File: src/rtl/load_store_unit.sv
// load_store_unit: initiator side of the data-memory port.
//   Accepts one load/store at a time from the MEM stage, drives a word-wide memory
//   with a combinational read port, extracts and extends sub-word loads, and does
//   read-modify-write for SB/SH because the memory only has a whole-word write enable.
//   Optional feature: define MISALIGN_TRAP_EN to report misaligned H/HU/W accesses
//   as errors; otherwise the low address bits are forced aligned.
// Ports:
//   clk, rst                              clock, synchronous active-high reset
//   req_valid/req_ready                   request handshake (ready only in IDLE)
//   req_we, req_size, req_addr, req_wdata request payload (funct3 size code)
//   resp_valid, resp_rdata, resp_err      one-cycle completion pulse with result
//   mem_we, mem_addr, mem_wdata           word write port / word index
//   mem_rdata                             combinational word read data
module load_store_unit #(
  parameter int unsigned ADDRESS_WIDTH = 32,
  parameter int unsigned DATA_WIDTH    = 32
) (
  input  logic                     clk,
  input  logic                     rst,
  input  logic                     req_valid,
  output logic                     req_ready,
  input  logic                     req_we,
  input  logic [2:0]               req_size,
  input  logic [ADDRESS_WIDTH-1:0] req_addr,
  input  logic [DATA_WIDTH-1:0]    req_wdata,
  output logic                     resp_valid,
  output logic [DATA_WIDTH-1:0]    resp_rdata,
  output logic                     resp_err,
  output logic                     mem_we,
  output logic [ADDRESS_WIDTH-1:0] mem_addr,
  output logic [DATA_WIDTH-1:0]    mem_wdata,
  input  logic [DATA_WIDTH-1:0]    mem_rdata
);

  localparam int unsigned AW = ADDRESS_WIDTH;
  localparam int unsigned DW = DATA_WIDTH;

  localparam logic [2:0] SZ_B  = 3'b000;
  localparam logic [2:0] SZ_H  = 3'b001;
  localparam logic [2:0] SZ_W  = 3'b010;
  localparam logic [2:0] SZ_BU = 3'b100;
  localparam logic [2:0] SZ_HU = 3'b101;

  typedef enum logic [1:0] {IDLE, RD, WR, RESP} state_t;

  state_t          state_q, state_d;
  logic [1:0]      lane_q, lane_d;
  logic [2:0]      size_q, size_d;
  logic            we_q, we_d;
  logic            req_ready_q, req_ready_d;
  logic            resp_valid_q, resp_valid_d;
  logic [DW-1:0]   resp_rdata_q, resp_rdata_d;
  logic            resp_err_q, resp_err_d;
  logic            mem_we_q, mem_we_d;
  logic [AW-1:0]   mem_addr_q, mem_addr_d;
  logic [DW-1:0]   mem_wdata_q, mem_wdata_d;

  logic            size_legal_c;
  logic            misalign_c;
  logic [AW-1:0]   addr_al_c;
  logic [7:0]      byte_c;
  logic [15:0]     half_c;
  logic [DW-1:0]   load_c;
  logic [DW-1:0]   merge_c;

  // Legal funct3 size codes
  always_comb begin
    case (req_size)
      SZ_B, SZ_H, SZ_W, SZ_BU, SZ_HU: size_legal_c = 1'b1;
      default:                        size_legal_c = 1'b0;
    endcase
  end

`ifdef MISALIGN_TRAP_EN
  // Misaligned halfword/word accesses are reported instead of performed
  assign misalign_c = ((req_size[1:0] == 2'b01) && req_addr[0]) ||
                      ((req_size == SZ_W) && (req_addr[1:0] != 2'b00));
`else
  assign misalign_c = 1'b0;
`endif

  // Force the low address bits aligned for H and W (no-op when trapping)
  always_comb begin
    addr_al_c = req_addr;
    if (req_size[1:0] == 2'b01)      addr_al_c[0]   = 1'b0;
    else if (req_size[1:0] == 2'b10) addr_al_c[1:0] = 2'b00;
  end

  // Load lane extraction and extension from the word on the read port
  always_comb begin
    byte_c = mem_rdata[{lane_q, 3'b000} +: 8];
    half_c = lane_q[1] ? mem_rdata[31:16] : mem_rdata[15:0];
    case (size_q)
      SZ_B:    load_c = {{24{byte_c[7]}}, byte_c};
      SZ_BU:   load_c = {24'h000000, byte_c};
      SZ_H:    load_c = {{16{half_c[15]}}, half_c};
      SZ_HU:   load_c = {16'h0000, half_c};
      default: load_c = mem_rdata;
    endcase
  end

  // SB/SH merge: store data was parked in mem_wdata_q at accept
  always_comb begin
    merge_c = mem_rdata;
    if (size_q[1:0] == 2'b00) merge_c[{lane_q, 3'b000} +: 8]     = mem_wdata_q[7:0];
    else                      merge_c[{lane_q[1], 4'b0000} +: 16] = mem_wdata_q[15:0];
  end

  // Next-state and next-output logic; all outputs are registered from these
  always_comb begin
    state_d      = state_q;
    lane_d       = lane_q;
    size_d       = size_q;
    we_d         = we_q;
    req_ready_d  = 1'b0;
    resp_valid_d = 1'b0;
    resp_rdata_d = '0;
    resp_err_d   = 1'b0;
    mem_we_d     = 1'b0;
    mem_addr_d   = '0;
    mem_wdata_d  = mem_wdata_q;

    case (state_q)
      IDLE: begin
        req_ready_d = 1'b1;
        if (req_valid && req_ready_q) begin
          req_ready_d = 1'b0;
          lane_d      = addr_al_c[1:0];
          size_d      = req_size;
          we_d        = req_we;
          mem_wdata_d = req_wdata;
          if (!size_legal_c || misalign_c) begin
            state_d      = RESP;
            resp_valid_d = 1'b1;
            resp_err_d   = 1'b1;
          end else if (req_we && (req_size == SZ_W)) begin
            state_d    = WR;
            mem_we_d   = 1'b1;
            mem_addr_d = {2'b00, addr_al_c[AW-1:2]};
          end else begin
            state_d    = RD;
            mem_addr_d = {2'b00, addr_al_c[AW-1:2]};
          end
        end
      end
      RD: begin
        if (we_q) begin
          state_d     = WR;
          mem_we_d    = 1'b1;
          mem_addr_d  = mem_addr_q;
          mem_wdata_d = merge_c;
        end else begin
          state_d      = RESP;
          resp_valid_d = 1'b1;
          resp_rdata_d = load_c;
        end
      end
      WR: begin
        state_d      = RESP;
        resp_valid_d = 1'b1;
      end
      default: begin
        state_d     = IDLE;
        req_ready_d = 1'b1;
      end
    endcase
  end

  // State and output registers
  always_ff @(posedge clk) begin
    if (rst) begin
      state_q      <= IDLE;
      lane_q       <= 2'b00;
      size_q       <= 3'b000;
      we_q         <= 1'b0;
      req_ready_q  <= 1'b1;
      resp_valid_q <= 1'b0;
      resp_rdata_q <= '0;
      resp_err_q   <= 1'b0;
      mem_we_q     <= 1'b0;
      mem_addr_q   <= '0;
      mem_wdata_q  <= '0;
    end else begin
      state_q      <= state_d;
      lane_q       <= lane_d;
      size_q       <= size_d;
      we_q         <= we_d;
      req_ready_q  <= req_ready_d;
      resp_valid_q <= resp_valid_d;
      resp_rdata_q <= resp_rdata_d;
      resp_err_q   <= resp_err_d;
      mem_we_q     <= mem_we_d;
      mem_addr_q   <= mem_addr_d;
      mem_wdata_q  <= mem_wdata_d;
    end
  end

  assign req_ready  = req_ready_q;
  assign resp_valid = resp_valid_q;
  assign resp_rdata = resp_rdata_q;
  assign resp_err   = resp_err_q;
  // A reset arriving during WR must not let the pending write land
  assign mem_we     = mem_we_q & ~rst;
  assign mem_addr   = mem_addr_q;
  assign mem_wdata  = mem_wdata_q;

endmodule
File: config.mk
export PLATFORM = sky130hd
export DESIGN_NAME = load_store_unit
export DESIGN_NICKNAME = d
export VERILOG_FILES = /design/src/rtl/load_store_unit.sv
export SDC_FILE = /design/constraint.sdc
export NUM_CORES = 1
export LEC_CHECK = 0
export ABC_AREA = 1
export CAP_MARGIN = 15
export CORE_MARGIN = 2
export CORE_UTILIZATION = 41
export DETAILED_ROUTE_END_ITERATION = 16
export GPL_TIMING_DRIVEN = 0
export PLACE_DENSITY = 0.77
export SETUP_SLACK_MARGIN = 0.3
export SYNTH_ARGS = -nofsm -noshare
export SYNTH_HDL_FRONTEND = slang
export SYNTH_SLANG_ARGS = --single-unit
File: constraint.sdc
create_clock -name clk -period 1.85 [get_ports clk]
set_clock_uncertainty 0.05 [all_clocks]
set_input_delay 0.37 -clock clk [delete_from_list [all_inputs] [get_ports clk]]
set_output_delay 0.37 -clock clk [all_outputs]
set_load 0.01 [all_outputs]
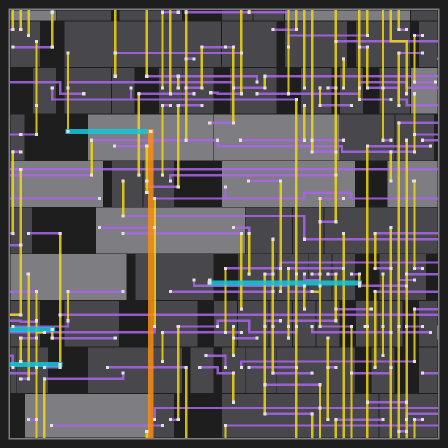
Fig. 1. A small window of the routed layout (run 1).
Window x 18 to 43, y 79 to 104 um. Cells in gray, sequential cells in the stronger gray; small squares are vias.
cyan -> M3
yellow -> M2
orange -> M4
purple -> M1
most frequent = nand2_1 (10), a21oi_1 (7), dfxtp_1 (5)
cells with their middle in the window = 57
sequential cells in the window = 7
netlist names of flops here include = mem_addr (4), state_q (2)

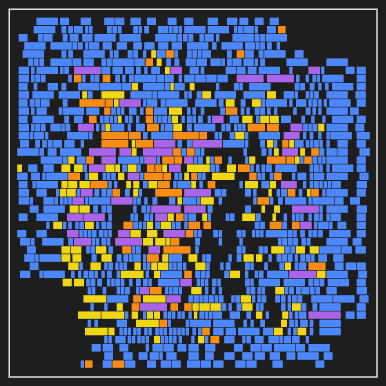
Fig. 2. Cell sizes after repair (run 1).
Drawn at 3 px/um.
purple -> x6 and larger  # cells 46
yellow -> x2  # cells 132
blue -> x1 and smaller  # cells 889
orange -> x3 and x4  # cells 73
area added between synthesis and finish: 61.7%
Final Instance Area: 9250 um2
PnR worst setup slack: 0.137 ns
Non-clock buffers: 288

==> reports/qor.csv, run 1 <==
metric,value,unit
die y size,122,um
top layer in use,met4,
status,completed,
Yosys chip area,5720,um2
I/O pins,203,
cell taking the most area after synthesis,dfxtp_1,
most numerous logic cell after layout,nand2_1,
full die area,14900,um2
Worst-Margin Slew,0.733,ns
initial antenna violation count,0,
total CTS buffers,9,
flops out of synthesis,106,
critical path startpoint category,flip-flop,
most numerous logic cells after layout,"nand2_1 (223), dlygate4sd2_1 (98), clkdlybuf4s50_1 (97), dfxtp_1 (94), inv_1 (92)",
final hold viol count,0,
# diodes,0,
DRT met1 WL,9.33,mm
number of nets still failing antenna checks after routing,0,
crit end category,flip-flop,
Final Core Density,67.2,%
layout cells sized above 1,22.0,%
"area share, top type",37.1,%
clk_lat worst skew,0.37,ns
Final Max-Slew Violation Tally,0,
dpl cells,1265,
H-tree depth,3,
wire length per cell,17.3,um
crit path kind,flip-flop to flip-flop,
Top logic family,simple AND/OR/NAND/NOR gates,
first-pass GRT wire length,33.4,mm
layout filler cell count,1225,
DR pass1 iterations,6,
unrepaired setup endpoints after global routing,yes,
HPWL after DPL,16.0,mm
MUX share of area,0,%
Setup TNS,0,ns
worst path arrival time,1.93,ns
crit path max fanout,8,
Hold Slack,0.345,ns
gr ovfl total,0,
vias per inst,5.36,
floorplan utilization,41.5,%
Post-synth seq share,37.1,%
Max-cap violations,0,
Post-DP Area,8010,um2
drt drc,0,
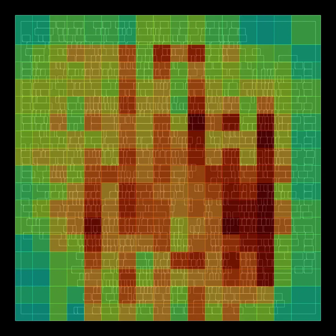
Fig. 3. Track usage over the die (run 1).
met3 Use GR: 6.27%
met1 usage: 37.9%
met2 GRT Util: 46.2%

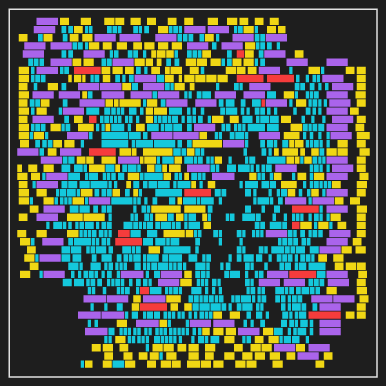
Fig. 4. Placement by cell class (run 1).
Drawn at 3 px/um.
yellow -> remaining buffers and delay cells  # cells 288, share of their area 30%
purple -> registers  # cells 106, share of their area 24%
red -> clock drivers and dummy loads  # cells 16, share of their area 3.3%
cyan -> remaining logic cells  # cells 730, share of their area 43%
core box area: 13800 um2
Seq area share: 23.2%
Site Rows: 43

==> run 1: area by class of cell <==
cell class	count	area (um2)	area share, %
clock buffers	10	229	2.47
plain buffers	49	404	4.37
clock inverters	6	72.6	0.784
inverters	111	458	4.95
well taps	180	225	2.43
multi-input cells	618	3420	36.9
repair inverters	1	8.76	0.0947
repair buffers	239	2290	24.8
flip-flops and latches	106	2140	23.2
==> run 1: worst paths after layout <==
path,startpoint,cells after the start,end
min,req_size[1],3,size_q[1]$_SDFFE_PP0P_
max,state_q[1]$_SDFFE_PP0N_,10,mem_wdata[11]$_SDFFE_PP0P_
max reg2reg,state_q[1]$_SDFFE_PP0N_,10,mem_wdata[11]$_SDFFE_PP0P_
min reg2reg,mem_wdata[18]$_SDFFE_PP0P_,2,mem_wdata[18]$_SDFFE_PP0P_
==> run 1: where the power goes <==
group	total, W	internal, W	switching [W]
Sequential	0.00339	0.00290	0.000486
Combinational	0.00775	0.00336	0.00439
Clock	0.00202	0.00107	0.000950
Total	0.0132	0.00733	0.00583
==> run 1: Yosys cell counts, drive strengths merged (7+ instances only) <==
cell type and instances:
nand2 244, dfxtp 106, nor3 12, nand3 44, inv 109, buf 31
o22ai 7, nor2 66, ha 9, clkbuf 19, a21oi 90, o21ai 125
==> run 1: registers in the layout, summed over array words and instances, names as in the netlist <==
signal,cells
resp_rdata,32
lane_q,2
req_ready,1
resp_err,1
we_q,1
mem_addr,30
size_q,3
state_q,2
mem_we_q,1
mem_wdata,32
resp_valid,1
==> run 1: worst max-delay path: stages (launching register included) <==
cell and delay (ns):
dfxtp_4 0.36, inv_4 0.04, ha_4 0.17, buf_12 0.14
o21ai_4 0.21, nand2_8 0.12, nor2_4 0.19, buf_12 0.15
nand3_2 0.07, nand2_2 0.06, inv_1 0.03
==> run 1 -> run 2 <==
--- a/config.mk
+++ b/config.mk
@@ -9,9 +9,10 @@
 export CAP_MARGIN = 15
 export CORE_MARGIN = 2
 export CORE_UTILIZATION = 41
+export CTS_CLUSTER_DIAMETER = 120
 export DETAILED_ROUTE_END_ITERATION = 16
 export GPL_TIMING_DRIVEN = 0
-export PLACE_DENSITY = 0.77
+export PLACE_DENSITY = 0.76
 export SETUP_SLACK_MARGIN = 0.3
 export SYNTH_ARGS = -nofsm -noshare
 export SYNTH_HDL_FRONTEND = slang
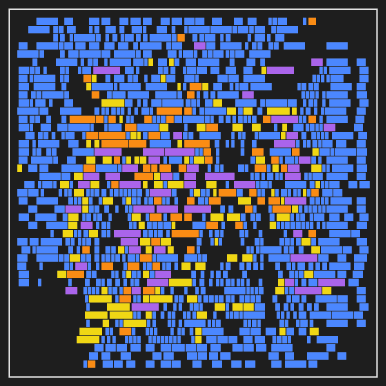
Fig. 5. Cell sizes after repair (run 2).
Drawn at 3 px/um.
orange -> x3 and x4  # cells 68
purple -> x6 and larger  # cells 50
yellow -> x2  # cells 113
blue -> x1 and smaller  # cells 902
area added between synthesis and finish: 60.2%
Non-clock buffers: 281
PnR worst setup slack: 0.160 ns
Final Instance Area: 9170 um2

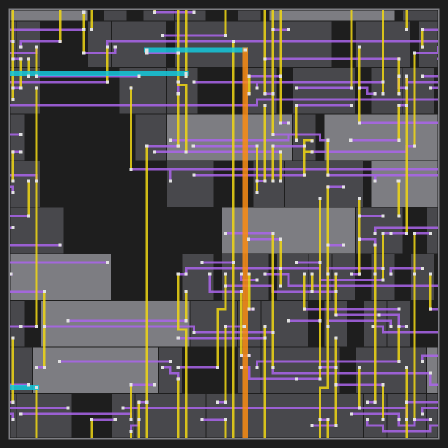
Fig. 6. A small window of the routed layout (run 2).
Window x 18 to 43, y 79 to 104 um. Cells in gray, sequential cells in the stronger gray; small squares are vias.
purple -> M1
yellow -> M2
orange -> M4
cyan -> M3
netlist names of flops here include = mem_addr (3), state_q (2)
sequential cells in the window = 7
cells with their middle in the window = 52
most frequent = nand2_1 (12), a21oi_1 (6), dfxtp_1 (5)

==> run 2 against run 1 <==
  * Sequential power barely moved
  * Design area shrank 0.93%
  * Die area stayed put
  * Sequential share of layout area grew 0.27 points
  * Clock power down 5%
==> reports/qor.csv, run 2 <==
metric,value,unit,change
status,completed,,
critical path startpoint category,flip-flop,,
total CTS buffers,9,,unchanged
most numerous logic cell after layout,nand2_1,,
final hold viol count,0,,unchanged
full die area,14900,um2,unchanged
Max-cap violations,0,,unchanged
layout cells sized above 1,20.4,%,-1.6 points
Clock group,0.00191,W,-5%
worst path arrival time,1.89,ns,-0.04 ns
Site Rows,43,,unchanged
core box area,13800,um2,unchanged
first-pass GRT wire length,32.3,mm,-3.3%
DR pass1 iterations,6,,unchanged
drt drc,0,,unchanged
Power Internal,0.00711,W,-3.1%
reg2reg path depth,9,,-1
flops out of synthesis,106,,unchanged
flip-flops,106,,unchanged
vias per inst,5.27,,-1.5%
tapcells inserted,180,,unchanged
Setup crit end,mem_wdata[5]$_SDFFE_PP0P_,,
dpl cells,1265,,unchanged
non-clk buf share,28.9,%,-0.27 points
==> run 2: netlist changes by cell type in the layout (fill, tap and decap cells not counted), moves of 5 or more <==
cell / change
o21ai_0: +14
o21ai_2: -7
buf_2: -6
buf_4: -6
o21ai_1: -6
clkbuf_2: +5
nand2_2: -5
==> run 2: logic make-up (layout without fill, tap and decap cells) <==
| kind of cell | after synthesis | count (layout) | share of synthesized area [%] |
|---|---|---|---|
| AND/OR/NAND/NOR | 370 | 371 | 27.2 |
| AND-OR/OR-AND | 237 | 237 | 21.8 |
| buffers and inverters | 161 | 408 | 11.9 |
| flip-flops | 106 | 106 | 37.1 |
| adder cells (fa/ha/maj) | 9 | 9 | 1.97 |
| other | 1 | 2 | 0.0656 |
==> run 2: worst min path at each step <==
stage | startpoint | endpoint | slack [ns] | cells after the start
after floorplan | size_q[2]$_SDFFE_PP0P_ | size_q[2]$_SDFFE_PP0P_ | 0.41 | 2
after global placement | mem_wdata[18]$_SDFFE_PP0P_ | mem_wdata[18]$_SDFFE_PP0P_ | 0.40 | 2
after detailed placement | mem_wdata[18]$_SDFFE_PP0P_ | mem_wdata[18]$_SDFFE_PP0P_ | 0.41 | 2
after CTS | mem_wdata[17]$_SDFFE_PP0P_ | mem_wdata[17]$_SDFFE_PP0P_ | 0.44 | 2
after global routing | mem_rdata[7] | resp_rdata[7]$_SDFF_PP0_ | 0.39 | 3
final | mem_rdata[15] | resp_rdata[15]$_SDFF_PP0_ | 0.37 | 3
==> run 2: metal layers <==
| metal | up-vias | global-route usage, % | routed length, um |
|---|---|---|---|
| li1 | 3335 | - | - |
| met1 | 3141 | 37.9 | 9230 |
| met2 | 373 | 43.7 | 9960 |
| met3 | 74 | 4.54 | 1850 |
| met4 | 0 | 13.7 | 964 |
| met5 | - | 0 | 0 |
Power figures rest on the tool's default switching activity, not on a simulated workload.
